File: src/rtl/bin_to_bcd_pkg.sv
// Shared definitions for the binary-to-BCD double-dabble converter:
// FSM states, add-3 constants and the minimum-digit helper.
package bin_to_bcd_pkg;

  typedef enum logic [1:0] {
    S_IDLE  = 2'd0,
    S_ADD3  = 2'd1,
    S_SHIFT = 2'd2,
    S_DONE  = 2'd3
  } state_t;

  localparam int unsigned ADJ_THRESH = 5;
  localparam int unsigned ADJ_CONST  = 3;

  // Decimal digits needed to represent 2^bin_w - 1.
  function automatic int min_digits(input int bin_w);
    longint unsigned v;
    int d;
    v = (64'd1 << bin_w) - 64'd1;
    d = 1;
    v = v / 64'd10;
    while (v != 64'd0) begin
      d = d + 1;
      v = v / 64'd10;
    end
    return d;
  endfunction

endpackage

File: src/rtl/bin_to_bcd_dd_digit_adj.sv
// Combinational double-dabble correction for one BCD digit:
// adds 3 when the digit is 5 or more so the next shift carries correctly.
module bcd_digit_adj
  import bin_to_bcd_pkg::*;
(
  input  logic [3:0] i_digit,
  output logic [3:0] o_digit
);

  assign o_digit = (i_digit >= 4'(ADJ_THRESH)) ? (i_digit + 4'(ADJ_CONST)) : i_digit;

endmodule

File: src/rtl/bin_to_bcd_dd.sv
// Sequential double-dabble binary-to-BCD converter (one add-3 and one shift cycle per bit).
// Define BIN_TO_BCD_SIGNED_EN to treat i_binary as two's complement and report o_sign.
module bin_to_bcd_dd #(
  parameter int BIN_W      = 8,
  parameter int BCD_DIGITS = 3
) (
  input  logic                    clk,
  input  logic                    rst,
  input  logic                    i_start,
  input  logic [BIN_W-1:0]        i_binary,
  output logic                    o_busy,
  output logic [4*BCD_DIGITS-1:0] o_bcd,
  output logic                    o_dv,
  output logic                    o_sign
);
  import bin_to_bcd_pkg::*;

  localparam int DIG_W = 4 * BCD_DIGITS;
  localparam int CNT_W = $clog2(BIN_W + 1);

  if (BIN_W < 4 || BIN_W > 32) begin : g_bad_width
    $fatal(1, "bin_to_bcd_dd: BIN_W=%0d outside 4..32", BIN_W);
  end
  if (BCD_DIGITS < min_digits(BIN_W)) begin : g_bad_digits
    $fatal(1, "bin_to_bcd_dd: BCD_DIGITS=%0d too small for BIN_W=%0d", BCD_DIGITS, BIN_W);
  end

  state_t                   r_state;
  state_t                   w_next;
  logic [BIN_W-1:0]         r_bin;
  logic [DIG_W-1:0]         r_digits;
  logic [DIG_W-1:0]         r_bcd;
  logic [CNT_W-1:0]         r_cnt;
  logic                     r_sign;
  logic                     r_sign_pend;
  logic [DIG_W-1:0]         w_adj;
  logic [BIN_W-1:0]         w_load;
  logic                     w_load_sign;
  logic [DIG_W+BIN_W-1:0]   w_shifted;

`ifdef BIN_TO_BCD_SIGNED_EN
  // Magnitude kept as unsigned BIN_W bits, so the most negative value maps to 2^(BIN_W-1).
  assign w_load_sign = i_binary[BIN_W-1];
  assign w_load      = i_binary[BIN_W-1] ? (~i_binary + BIN_W'(1)) : i_binary;
`else
  assign w_load_sign = 1'b0;
  assign w_load      = i_binary;
`endif

  assign w_shifted = {r_digits, r_bin} << 1;

  for (genvar gi = 0; gi < BCD_DIGITS; gi++) begin : g_adj
    bcd_digit_adj u_adj (
      .i_digit (r_digits[4*gi +: 4]),
      .o_digit (w_adj[4*gi +: 4])
    );
  end

  always_ff @(posedge clk or posedge rst) begin
    if (rst) r_state <= S_IDLE;
    else     r_state <= w_next;
  end

  always_comb begin
    w_next = r_state;
    unique case (r_state)
      S_IDLE:  if (i_start) w_next = S_ADD3;
      S_ADD3:  w_next = S_SHIFT;
      S_SHIFT: w_next = (r_cnt == CNT_W'(1)) ? S_DONE : S_ADD3;
      S_DONE:  w_next = S_IDLE;
      default: w_next = S_IDLE;
    endcase
  end

  always_comb begin
    o_busy = (r_state != S_IDLE);
    o_dv   = (r_state == S_DONE);
  end

  // The result register is written on the last shift so it is already valid while o_dv is high.
  always_ff @(posedge clk or posedge rst) begin
    if (rst) begin
      r_bin       <= '0;
      r_digits    <= '0;
      r_cnt       <= '0;
      r_bcd       <= '0;
      r_sign      <= 1'b0;
      r_sign_pend <= 1'b0;
    end else begin
      unique case (r_state)
        S_IDLE: begin
          if (i_start) begin
            r_bin       <= w_load;
            r_digits    <= '0;
            r_cnt       <= CNT_W'(BIN_W);
            r_sign_pend <= w_load_sign;
          end
        end
        S_ADD3: r_digits <= w_adj;
        S_SHIFT: begin
          {r_digits, r_bin} <= w_shifted;
          r_cnt             <= r_cnt - CNT_W'(1);
          if (r_cnt == CNT_W'(1)) begin
            r_bcd  <= w_shifted[BIN_W +: DIG_W];
            r_sign <= r_sign_pend;
          end
        end
        default: ;
      endcase
    end
  end

  assign o_bcd  = r_bcd;
  assign o_sign = r_sign;

endmodule

File: config.mk
export PLATFORM = sky130hd
export DESIGN_NAME = bin_to_bcd_dd
export DESIGN_NICKNAME = d
export VERILOG_FILES = /design/src/rtl/bin_to_bcd_pkg.sv /design/src/rtl/bin_to_bcd_dd_digit_adj.sv /design/src/rtl/bin_to_bcd_dd.sv
export SDC_FILE = /design/constraint.sdc
export NUM_CORES = 1
export LEC_CHECK = 0
export CORE_MARGIN = 4
export CORE_UTILIZATION = 59
export DETAILED_ROUTE_END_ITERATION = 7
export PLACE_DENSITY = 0.83
export SYNTH_ARGS = -nofsm -noshare
export SYNTH_HDL_FRONTEND = slang
export SYNTH_HIERARCHICAL = 1
export SYNTH_SLANG_ARGS = --single-unit
File: constraint.sdc
create_clock -name clk -period 2.61 [get_ports clk]
set_input_delay 0.522 -clock clk [delete_from_list [all_inputs] [get_ports clk]]
set_output_delay 0.522 -clock clk [all_outputs]
set_load 0.03 [all_outputs]
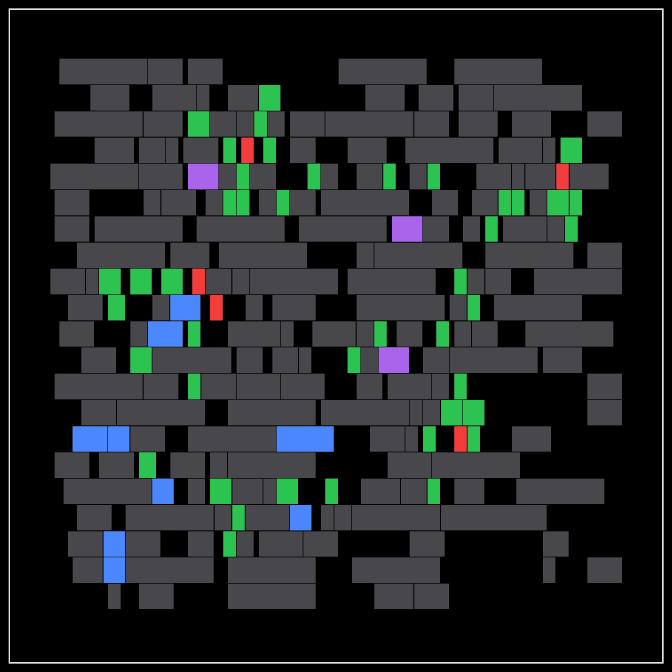
(images/logic_types.png)
NAND gates: marked green, cells 43. NOR gates: marked red, cells 5. AND and OR gates: marked blue, cells 9. XOR/XNOR gates: marked purple, cells 3.

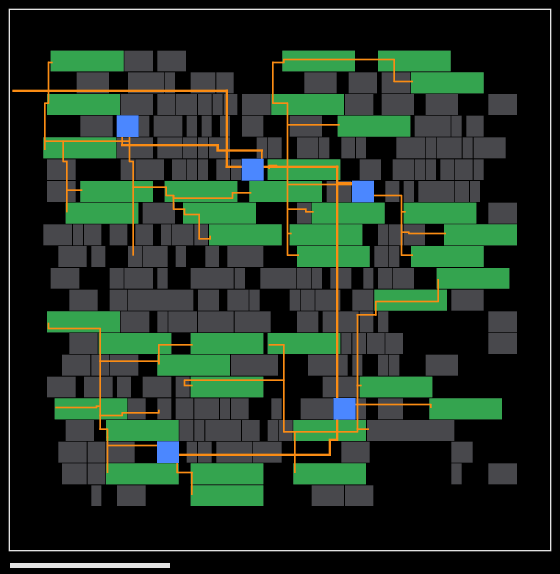
(images/clk_routes.png)
Scale bar: 20 um.
clock drivers: marked blue, count 5. flip-flops: marked green, count 38. clock wires: marked orange, length 452 um.
Position of the flops: spread over the die. There are 6 routed clock nets.
Clock Power: 0.399 mW
Clock Power Share: 0.201
clk latency late pin: 0.35 ns
Worst Clk Skew: 0.00496 ns

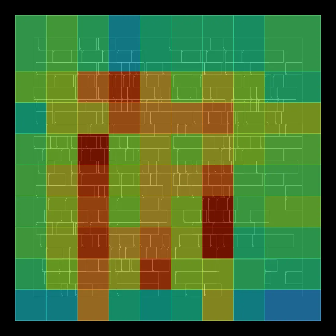
(images/congestion.png)
GRT Util Overall: 0.198
Finished Core Util: 0.714

==> metrics.cfg <==
[status]
run_status=complete, no violations

[pwr]
maxPowerGroup=combinational cells

[min_path]
worstHoldStart=o_bcd[4]
whs_path_depth=1

[route]
drt-pass1-iter-count=7

[cells_and_area]
nets=250
nNonClkInverters=12
comb-cell-share=0.427
largest_cell_class=combinational gates
comb_cells=143
final.fill_count=240
seq_cells=38

[yosys]
syn_inst=202
synth_cell_types=32
synth.top_cell.area_share=0.454
fp_nets=226
ys_ff=38
syn-mean-instance-area_um2=10.4
mux_area_frac=0.0944
yosys-top-cells-area=dfrtp_1, ha_1, mux2_2
xor_area_frac=0.0125

[worst_setup_path]
arrival_ns=1.93
cpMaxStageDelayCell=clkdlybuf4s50_1
r2r_slack_ns=0.56
r2r-end=r_digits[11]
crit_top_cell=inv_1

[clock_tree]
cts_num_sinks=38
cts_max_path_buffers=2
ctsHoldBuffers=0

[placed_design]
place_hpwl_mm=2.76

[floorplan]
die_h_um=67.6
n_tap_cell=46

[global_route]
gr-total-overflow=0
grt_pass1_vias=1525
grt_pass1_wl_mm=6.74

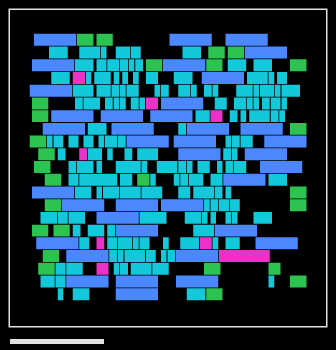
(images/placement_by_type.png)
Scale bar: 20 um.
flops: marked blue, cells 38, share of their area 40%. other buffers and delay cells: marked green, cells 26, share of their area 11%. combinational and other logic: marked cyan, cells 155, share of their area 46%. clock drivers and dummy loads: marked magenta, cells 8, share of their area 3.3%.
sequential cell area share: 0.393
row cnt: 21

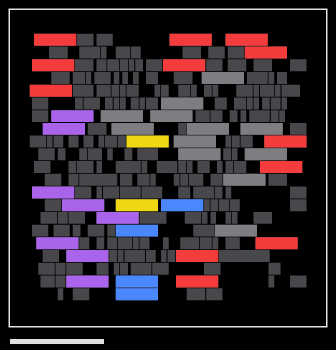
(images/flops_by_reg.png)
Scale bar: 20 um.
`r_cnt`: marked blue, sequential cells 4, where south. `r_state`: marked yellow, sequential cells 2. `o_bcd`: marked red, sequential cells 12, where spread over the die. `r_bin`: marked purple, sequential cells 8.
Seq. cell area: 951 um2
Seq. pwr: 0.789 mW

how the worst max path moves through the flow:
| stage | start | endpoint | cells after the start |
|---|---|---|---|
| CTS | r_state[0] | o_busy | 4 |
| finish | r_state[0] | o_busy | 4 |
| detailed placement | i_start | r_digits[4] | 4 |
| floorplan | r_state[0] | r_bin[1] | 6 |
| global route | r_state[0] | o_busy | 4 |
| global placement | r_state[0] | o_busy | 4 |
registers in the layout (all words and copies together), names as in the netlist:
signal / cells
r_cnt: 4
o_bcd: 12
r_bin: 8
r_state: 2
r_digits: 12
metrics by stage:
stage	total power [mW]	cells
6_report	1.98	273
5_1_grt	2.13	273
4_1_cts	1.99	273
3_5_place_dp	1.59	265
3_3_place_gp	1.54	265
2_1_floorplan	1.42	202
cells in the final DEF, fill, tap and decap left out, types with 5 or more instances in the layout:
cell	Yosys	final
o21ai_1	6	6
nand2b_1	12	12
o21ai_0	16	16
mux2_2	12	12
nor2_1	5	5
ha_1	13	12
clkdlybuf4s50_1	0	24
a22oi_1	12	12
inv_1	12	12
a221o_1	6	6
dfrtp_1	38	38
nand2_1	29	29
clkbuf_4	0	5
cell usage after synthesis, drive strengths merged, types with 2 or more instances:
cell type   n
a21oi       7
a221o       6
a22o        2
a22oi      12
and2        5
buf         7
clkbuf      2
dfrtp      38
ha         13
inv        12
mux2       12
mux2i       5
nand2      29
nand2b     12
nand3       2
nor2        5
o21ai      22
xnor2       3
routing by layer:
metal  wire (um)  global-route usage  vias up
li1            -                   -      754
met1        1730               0.243      763
met2        1920               0.317       40
met3         173              0.0632        8
met4          56              0.0861        0
met5           0                   0        -
worst reg2reg max path, stage by stage, from the launching register on:
cell and delay, ns:
dfrtp_1 0.42, inv_1 0.15, ha_2 0.36, mux2i_1 0.83
nand2_1 0.12, o21ai_0 0.11
Power is estimated from default activity; no workload was simulated.
